`src/rtl/alu_defs_pkg.sv`:
```
// Definitions shared by the execute-stage arithmetic units (saturating add/sub, sequential divider).
package alu_defs_pkg;

    localparam int WIDTH = 16;

    localparam logic [WIDTH-1:0] SAT_POS = 16'h7FFF;
    localparam logic [WIDTH-1:0] SAT_NEG = 16'h8000;

    typedef enum logic [1:0] {
        IDLE = 2'd0,
        ITER = 2'd1,
        FIX  = 2'd2,
        DONE = 2'd3
    } state_t;

    // Two's-complement magnitude; 0x8000 maps to 0x8000, which is correct when read as unsigned.
    function automatic logic [WIDTH-1:0] abs_val(input logic [WIDTH-1:0] v);
        return v[WIDTH-1] ? ((~v) + WIDTH'(1)) : v;
    endfunction

endpackage

```
`src/rtl/seq_div_16bit_div_step.sv`:
```
// One restoring-division step: trial subtract of |B| from the shifted partial remainder.
module div_step #(
    parameter int WIDTH = alu_defs_pkg::WIDTH
) (
    input  logic [WIDTH:0]   i_rem,
    input  logic [WIDTH-1:0] i_abs_b,
    output logic [WIDTH:0]   o_rem,
    output logic             o_q_bit
);

    logic [WIDTH:0] w_trial;

    // The shifted remainder is below 2*|B|, so the 17-bit difference sign is exact.
    assign w_trial = i_rem - {1'b0, i_abs_b};
    assign o_q_bit = ~w_trial[WIDTH];
    assign o_rem   = w_trial[WIDTH] ? i_rem : w_trial;

endmodule

```
`src/rtl/seq_div_16bit.sv`:
```
// Signed 16-bit restoring divider, one quotient bit per cycle, saturating on overflow/divide-by-zero.
// Optional remainder output enabled with `define DIV_REM_EN.
module seq_div_16bit #(
    parameter int WIDTH = alu_defs_pkg::WIDTH
) (
    input  logic             clk,
    input  logic             rst_n,
    input  logic             start,
    input  logic [WIDTH-1:0] dividend,
    input  logic [WIDTH-1:0] divisor,
    output logic             busy,
    output logic             done,
    output logic [WIDTH-1:0] quotient,
`ifdef DIV_REM_EN
    output logic [WIDTH-1:0] remainder,
`endif
    output logic             overflow,
    output logic             div_zero
);
    import alu_defs_pkg::*;

    localparam int CNT_W = $clog2(WIDTH);

    state_t           r_state;
    state_t           w_next_state;
    logic [WIDTH:0]   r_rem;
    logic [WIDTH-1:0] r_q;
    logic [WIDTH-1:0] r_abs_b;
    logic             r_sign_a;
    logic             r_sign_b;
    logic [CNT_W-1:0] r_cnt;
    logic             r_busy;
    logic             r_done;
    logic [WIDTH-1:0] r_quot;
    logic             r_ovf;
    logic             r_dz;
`ifdef DIV_REM_EN
    logic [WIDTH-1:0] r_rem_out;
`endif

    logic             w_div_zero;
    logic             w_ovf_case;
    logic [WIDTH:0]   w_shift;
    logic [WIDTH:0]   w_step_rem;
    logic             w_q_bit;

    function automatic logic [WIDTH-1:0] neg_if(input logic [WIDTH-1:0] v, input logic s);
        return s ? (WIDTH'(0) - v) : v;
    endfunction

    function automatic logic [WIDTH-1:0] sat_div0(input logic sign_a);
        return sign_a ? SAT_NEG : SAT_POS;
    endfunction

    assign w_div_zero = (divisor == '0);
    assign w_ovf_case = (dividend == SAT_NEG) && (divisor == '1);
    assign w_shift    = (r_rem << 1) | (WIDTH + 1)'(r_q[WIDTH-1]);

    div_step #(.WIDTH(WIDTH)) u_step (
        .i_rem   (w_shift),
        .i_abs_b (r_abs_b),
        .o_rem   (w_step_rem),
        .o_q_bit (w_q_bit)
    );

    always_ff @(posedge clk or negedge rst_n) begin
        if (!rst_n) begin
            r_state <= IDLE;
        end else begin
            r_state <= w_next_state;
        end
    end

    always_comb begin
        w_next_state = r_state;
        case (r_state)
            IDLE: begin
                if (start) begin
                    w_next_state = (w_div_zero || w_ovf_case) ? DONE : ITER;
                end
            end
            ITER:    if (r_cnt == '0) w_next_state = FIX;
            FIX:     w_next_state = DONE;
            DONE:    w_next_state = IDLE;
            default: w_next_state = IDLE;
        endcase
    end

    always_ff @(posedge clk or negedge rst_n) begin
        if (!rst_n) begin
            r_rem     <= '0;
            r_q       <= '0;
            r_abs_b   <= '0;
            r_sign_a  <= 1'b0;
            r_sign_b  <= 1'b0;
            r_cnt     <= '0;
            r_busy    <= 1'b0;
            r_done    <= 1'b0;
            r_quot    <= '0;
            r_ovf     <= 1'b0;
            r_dz      <= 1'b0;
`ifdef DIV_REM_EN
            r_rem_out <= '0;
`endif
        end else begin
            r_busy <= (r_state == ITER) || (r_state == FIX);
            r_done <= (r_state == DONE);
            case (r_state)
                IDLE: begin
                    if (start) begin
                        r_rem    <= '0;
                        r_q      <= abs_val(dividend);
                        r_abs_b  <= abs_val(divisor);
                        r_sign_a <= dividend[WIDTH-1];
                        r_sign_b <= divisor[WIDTH-1];
                        r_cnt    <= CNT_W'(WIDTH - 1);
                        r_ovf    <= 1'b0;
                        r_dz     <= 1'b0;
                        // Special cases resolve here so the result is ready one cycle after acceptance.
                        if (w_div_zero) begin
                            r_dz   <= 1'b1;
                            r_quot <= sat_div0(dividend[WIDTH-1]);
`ifdef DIV_REM_EN
                            r_rem_out <= '0;
`endif
                        end else if (w_ovf_case) begin
                            r_ovf  <= 1'b1;
                            r_quot <= SAT_POS;
`ifdef DIV_REM_EN
                            r_rem_out <= '0;
`endif
                        end
                    end
                end
                ITER: begin
                    r_rem <= w_step_rem;
                    r_q   <= {r_q[WIDTH-2:0], w_q_bit};
                    r_cnt <= r_cnt - CNT_W'(1);
                end
                FIX: begin
                    r_quot <= neg_if(r_q, r_sign_a ^ r_sign_b);
`ifdef DIV_REM_EN
                    r_rem_out <= neg_if(r_rem[WIDTH-1:0], r_sign_a);
`endif
                end
                default: ;
            endcase
        end
    end

    assign busy     = r_busy;
    assign done     = r_done;
    assign quotient = r_quot;
    assign overflow = r_ovf;
    assign div_zero = r_dz;
`ifdef DIV_REM_EN
    assign remainder = r_rem_out;
`endif

endmodule

```
`config.mk`:
```
export PLATFORM = sky130hd
export DESIGN_NAME = seq_div_16bit
export DESIGN_NICKNAME = d
export VERILOG_FILES = /design/src/rtl/alu_defs_pkg.sv /design/src/rtl/seq_div_16bit_div_step.sv /design/src/rtl/seq_div_16bit.sv
export SDC_FILE = /design/constraint.sdc
export NUM_CORES = 1
export LEC_CHECK = 0
export CAP_MARGIN = 25
export CORE_MARGIN = 2
export CORE_UTILIZATION = 50
export DETAILED_ROUTE_END_ITERATION = 10
export PLACE_DENSITY = 0.76
export SYNTH_ARGS = -nofsm -noshare
export SYNTH_HDL_FRONTEND = slang
export SYNTH_SLANG_ARGS = --single-unit
export TNS_END_PERCENT = 5
```
`constraint.sdc`:
```
create_clock -name clk -period 3.5 [get_ports clk]
set_input_delay 0.525 -clock clk [delete_from_list [all_inputs] [get_ports clk]]
set_output_delay 0.525 -clock clk [all_outputs]
set_load 0.05 [all_outputs]
```
### Metal 2, run 1

Scale bar: 20 µm.
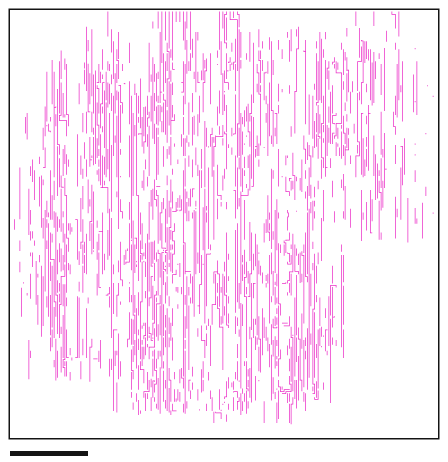
longest straight run	43.2 µm
main direction	vertical
nets with wire on the layer	641

### Placement view, run 1

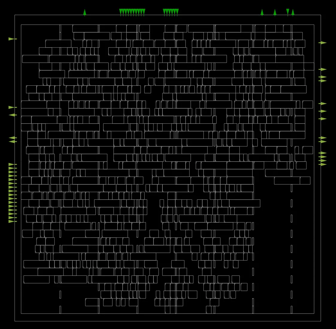
placeable core region: 0.0108 mm²
post-layout instance count excluding filler cells: 874
Std-Cell Rows: 38

### Sequential cells grouped by signal name, run 1

Other sequential cells in the stronger gray, the rest of the logic in the fainter gray.
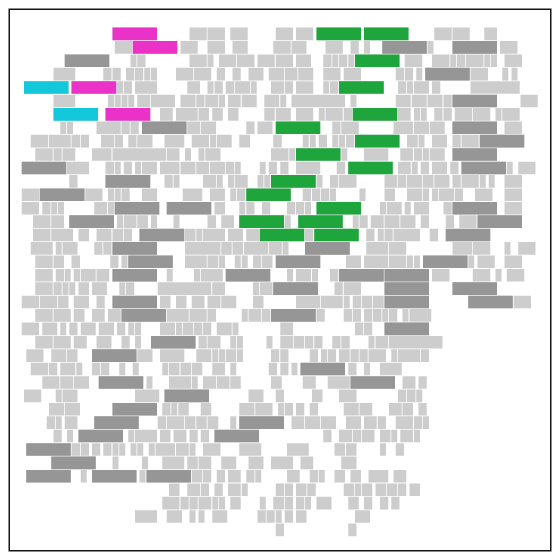
name in the netlist	color	flops
r_q	green	16
r_state	cyan	2
r_cnt	magenta	4

==> GITHUB_STEP_SUMMARY, run 1 <==
## Implementation flow summary

| Metric | Value |
|---|---|
| Areal power density over the cells | `1050 mW/mm²` |
| Number of global-route vias before repair | `4871` |
| Register-to-register setup slack | `0.32 ns` |
| Max-slew violation count | `0` |
| Crit-path max FO | `7` |
| Detailed-route wire length per cell | `16.0 µm` |
| Post-layout min period | `approximately 3.2 ns` |
| Initial DRC count | `355` |
| RSZ-0062 raised after global routing | `no` |
| GRT overflow | `0` |
| N_diodes | `0` |
| Instance tally after logic synthesis | `679` |
| Worst-case clock buffer depth | `2` |
| Antenna violations before repair | `0` |
| Slew headroom | `a little under 50%` |
| CTS resizes | `0` |
| Top-area cell share | `about a third` |
| Worst setup path category | `flop to flop` |
| DRC | `0` |
| Clock sink total | `76` |
| Detailed-placement wirelength estimate | `10400 µm` |
| Summed standard-cell area reported by yosys | `0.00557 mm²` |
| First-pass GRT wire length | `22900 µm` |
| Quantity of I/O buffers inserted on ports | `roughly 54` |
| Syn-to-layout area delta | `18.1%` |
| Final Net Count | `790` |
| Reg-to-Reg Start | `r_q[15]` |
| Synthesis Warnings | `0` |
| Number of setup buffers added after CTS | `0` |
| Post-synthesis sequential area ratio | `34.1%` |
| Syn Area/Cell | `about 8.2 µm²` |
| Residual antenna-violating net count after detailed routing | `0` |
| Tool warnings | `30` |
| Worst-Skew Late Latency | `0.37 ns` |
| GR Util All Layers | `24.1%` |
| Distinct lib cells | `61` |
| Cell area after technology mapping | `around 0.0056 mm²` |
| Width of the chip | `110 µm` |
| Count of filler cells inserted in the layout | `945` |
| Static leakage | `3.03 nW` |
| Detailed-route vias per instance | `5.89` |
| Post-route clock period utilization | `90.9%` |
| Launching element type of the critical path | `flop` |
| Number of max-capacitance violations reported | `0` |
| Most popular library cell in the synthesized design by count | `nand2_1` |
| Leading area contributor after synthesis | `dfrtp_1` |
| Status | `finished, final reports clean` |
| Largest net degree at the start of global routing | `around 77` |
| Hold/Removal Path Class | `input port to async pin` |
-- run 1: metal layers --
| metal | part of all wire, % | track usage (%) |
|---|---|---|
| met5 | 0 | 0 |
| met4 | 1.8 | 7.59 |
| met3 | 4.7 | 3.56 |
| met2 | 48 | 40.1 |
| met1 | 46 | 32.5 |
-- run 1: registers in the layout, summed over array words and instances (netlist names) --
name / flops
overflow: 1
div_zero: 1
r_rem: 16
r_abs_b: 16
r_cnt: 4
r_sign_a: 1
r_q: 16
r_state: 2
r_sign_b: 1
quotient: 16
done: 1
busy: 1
-- run 1: placed cells by master, fill, tap and decap left out, types with 3 or more instances in the layout --
master	n
nand2_1	91
dfrtp_1	76
a21oi_1	61
o21ai_0	60
clkdlybuf4s50_1	53
inv_1	46
mux2i_1	30
nand3_1	28
ha_1	25
xnor2_1	24
xor2_1	24
nand4_1	23
nor2_1	23
buf_4	16
nor3_1	14
and3_1	13
o31ai_1	13
clkbuf_8	9
a211oi_1	6
a21o_1	5
and2_1	5
a21boi_0	5
o211ai_1	5
or4_1	5
o21a_1	5
nor4_1	4
nor2b_1	4
bufinv_16	4
mux2_2	3
o41ai_1	3
or3_1	3
o22ai_1	3
-- run 1: through the flow --
step / area (µm²) / util [%] / hold slack [ns] / cells
final: 6580 / 60.7 / 0.0177 / 874
after global routing: 6580 / 60.7 / 0.0249 / 874
after CTS: 6560 / 60.5 / 0.341 / 873
after global placement: 6260 / 57.8 / 0.467 / 855
after floorplan: 5570 / - / 0.229 / 679
after detailed placement: 6280 / 58.0 / 0.478 / 857
-- run 1: critical path, stage by stage (launching register included) --
cell and delay, ns:
dfrtp_1 0.38, inv_1 0.14, ha_1 0.20, inv_1 0.06
fa_1 0.42, a211oi_1 0.41, o211ai_1 0.26, and4_1 0.30
nor2_1 0.35, buf_4 0.24, mux2i_1 0.08, a211o_1 0.22
-- run 1: cell families after synthesis --
family | after synthesis | share of synthesized area (%)
xor+xnor | 48 | 7.54
flops | 76 | 34.1
compound gates | 191 | 20.9
simple gates | 227 | 20.0
buf+inv | 78 | 5.48
fa+ha+maj | 26 | 5.97
mux | 33 | 5.99
-- run 1: worst max path at each step --
| stage | cells past startpoint | endpoint | slack [ns] |
|---|---|---|---|
| 2_1_floorplan | 10 | r_rem[5] | 0.75 |
| 3_3_place_gp | 7 | quotient[15] | 0.27 |
| 3_5_place_dp | 8 | quotient[15] | 0.25 |
| 4_1_cts | 11 | r_rem[15] | 0.34 |
| 5_1_grt | 11 | r_rem[15] | 0.14 |
| 6_report | 11 | r_rem[15] | 0.32 |
-- run 1: cell type report --
type | instances | area [µm²] | area share (%)
inverter | 46 | 173 | 2.62
multi-input combinational | 525 | 3370 | 51.2
timing repair buffer | 71 | 693 | 10.5
clock inverter | 7 | 146 | 2.22
sequential | 76 | 1900 | 28.9
clock buffer | 9 | 124 | 1.88
tap | 140 | 175 | 2.66
-- run 1: power by group --
part           switching, mW  total, mW  internal (mW)
sequential             0.380       1.65           1.27
combinational           2.66       4.32           1.66
clock                  0.370      0.922          0.552
total                   3.41       6.90           3.49
==> run 2: changes to the inputs <==
==> constraint.sdc (replaced) <==
create_clock -name clk -period 3.5 [get_ports clk]
set_input_delay 0.7 -clock clk [delete_from_list [all_inputs] [get_ports clk]]
set_output_delay 0.7 -clock clk [all_outputs]
set_load 0.05 [all_outputs]
### I/O nets highlighted, run 2

Scale bar: 20 µm.
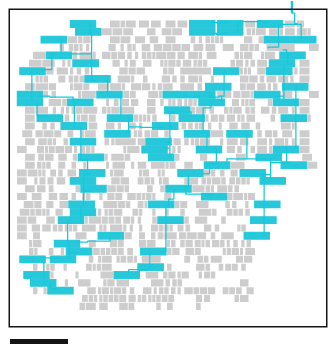
port	color	bits	direction	end cells	buffers	wire
rst_n	cyan	1	input	76	2	535 µm
quantity of I/O buffers inserted on ports: 54
total I/O pin count: 55

### Placement view, run 2

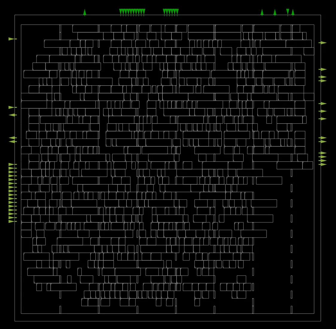
count of inserted tapcells: 140
Util after Layout: 60.2%
sequential share of cell area: 29.1%
count of sequential standard cells: 76
count of filler cells inserted in the layout: 985

### Wiring by layer, run 2

Only two layers are drawn.
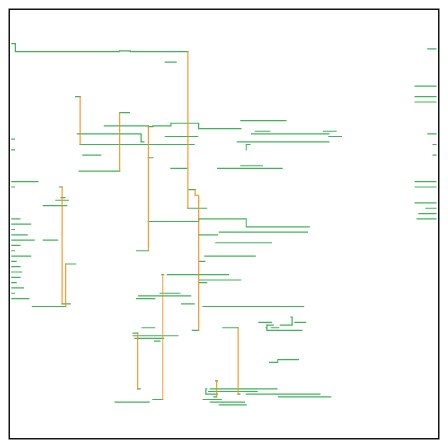
layer	color	wire length
M3	green	737 µm
M4	orange	244 µm
via count: 5277
GR Util All Layers: 24.8%
detailed-route wire length per cell: 16.5 µm
WL final: 14400 µm

==> run 2 against run 1 <==
  * Critical path depth unchanged
  * Clock power is 23% lower
  * Final cell count up 0.23%
  * Register-to-register slack gained 0.07 ns
  * Sequential share of layout area up 0.25 points
  * Critical endpoint unchanged
==> GITHUB_STEP_SUMMARY, run 2 <==
## Implementation flow summary

| Metric | Value |
|---|---|
| Most popular library cell in the synthesized design by count | `nand2_1` |
| Status | `finished, final reports clean` |
| Width of the chip | `approximately 110 µm` |
| Total stage count of the critical path | `11` |
| Crit-path max FO | `12` |
| Antenna violations before repair | `0` |
| Syn Area/Cell | `8.21 µm²` |
| Cell area after technology mapping | `0.00557 mm²` |
| Routed length on met3 | `736 µm` |
| Clock sink total | `76` |
| Post-layout instance count excluding filler cells | `876` |
| Most frequent logic cell in the layout | `nand2_1` |
| GRT overflow | `0` |
| Detailed-route vias per instance | `6.02` |
| Worst-case clock buffer depth | `2` |
| Top-area cell share | `34.1%` |
| N_diodes | `0` |
| CTS resizes | `0` |
| Instance tally after logic synthesis | `679` |
| Met2 wire length | `6880 µm` |
| Number of global-route vias before repair | `4825` |
| Leading area contributor after synthesis | `dfrtp_1` |
| Number of max-capacitance violations reported | `0` |
| Buffers plus inverters on the worst setup path | `3` |
| Worst-Skew Late Latency | `0.36 ns` |
| Static leakage | `3.01 nW` |
==> run 2: cell counts after synthesis <==
No cell type changed its count.
==> run 2: worst register-to-register path, cell delays in order, from the launching register on <==
cell	delay, ns
dfrtp_1	0.39
inv_1	0.13
ha_1	0.19
inv_1	0.05
fa_1	0.41
a211oi_1	0.42
o211ai_1	0.31
and4_1	0.32
nor2_1	0.21
buf_4	0.25
mux2i_1	0.09
a211o_1	0.23
==> run 2: layout make-up <==
class                   count  area, µm²
flip-flops and latches     76       1900
well taps                 140        175
clock buffers              10        138
clock inverters             6       68.8
repair buffers             73        701
fillers                   985       4310
multi-input cells         525       3370
inverters                  46        173
==> run 2: stage by stage <==
stage               setup WS, ns  hold slack (ns)
CTS                        0.442            0.492
global placement           0.238            0.464
detailed placement         0.209            0.473
finish                     0.394            0.148
floorplan                  0.746            0.404
global route               0.224            0.132
==> run 2: final timing paths <==
| path | from | to | slack [ns] |
|---|---|---|---|
| setup / recovery | r_q[15] | r_rem[15] | 0.39 |
| hold / removal | rst_n | quotient[8] | 0.15 |
| setup reg to reg | r_q[15] | r_rem[15] | 0.39 |
| hold reg to reg | r_abs_b[8] | r_abs_b[8] | 0.49 |
| max in group asynchronous | rst_n | r_rem[4] | 2.77 |
| min in group clk | r_abs_b[8] | r_abs_b[8] | 0.49 |
==> run 2: report_power, final <==
group          internal, mW  switching, mW  total, mW  leakage, nW
logic                  1.66           2.74       4.41         1.98
clock network         0.355          0.355      0.710        0.104
registers              1.27          0.389       1.66        0.924
==> run 2: cells by family (layout without fill, tap and decap cells) <==
kind of cell	count (synthesis)	in the layout	share of synthesized area, %
simple gates	227	227	20.0
compound gates	191	191	20.9
buf+inv	78	135	5.48
flops	76	76	34.1
xor+xnor	48	48	7.54
mux	33	33	5.99
fa+ha+maj	26	26	5.97
==> run 2: layer usage <==
metal / up-vias / track usage [%]
li1: 2542 / -
met2: 165 / 39.2
met4: 0 / 7.32
met5: - / 0
met3: 25 / 4.92
met1: 2545 / 34.5
Power and IR drop assume default switching activity.
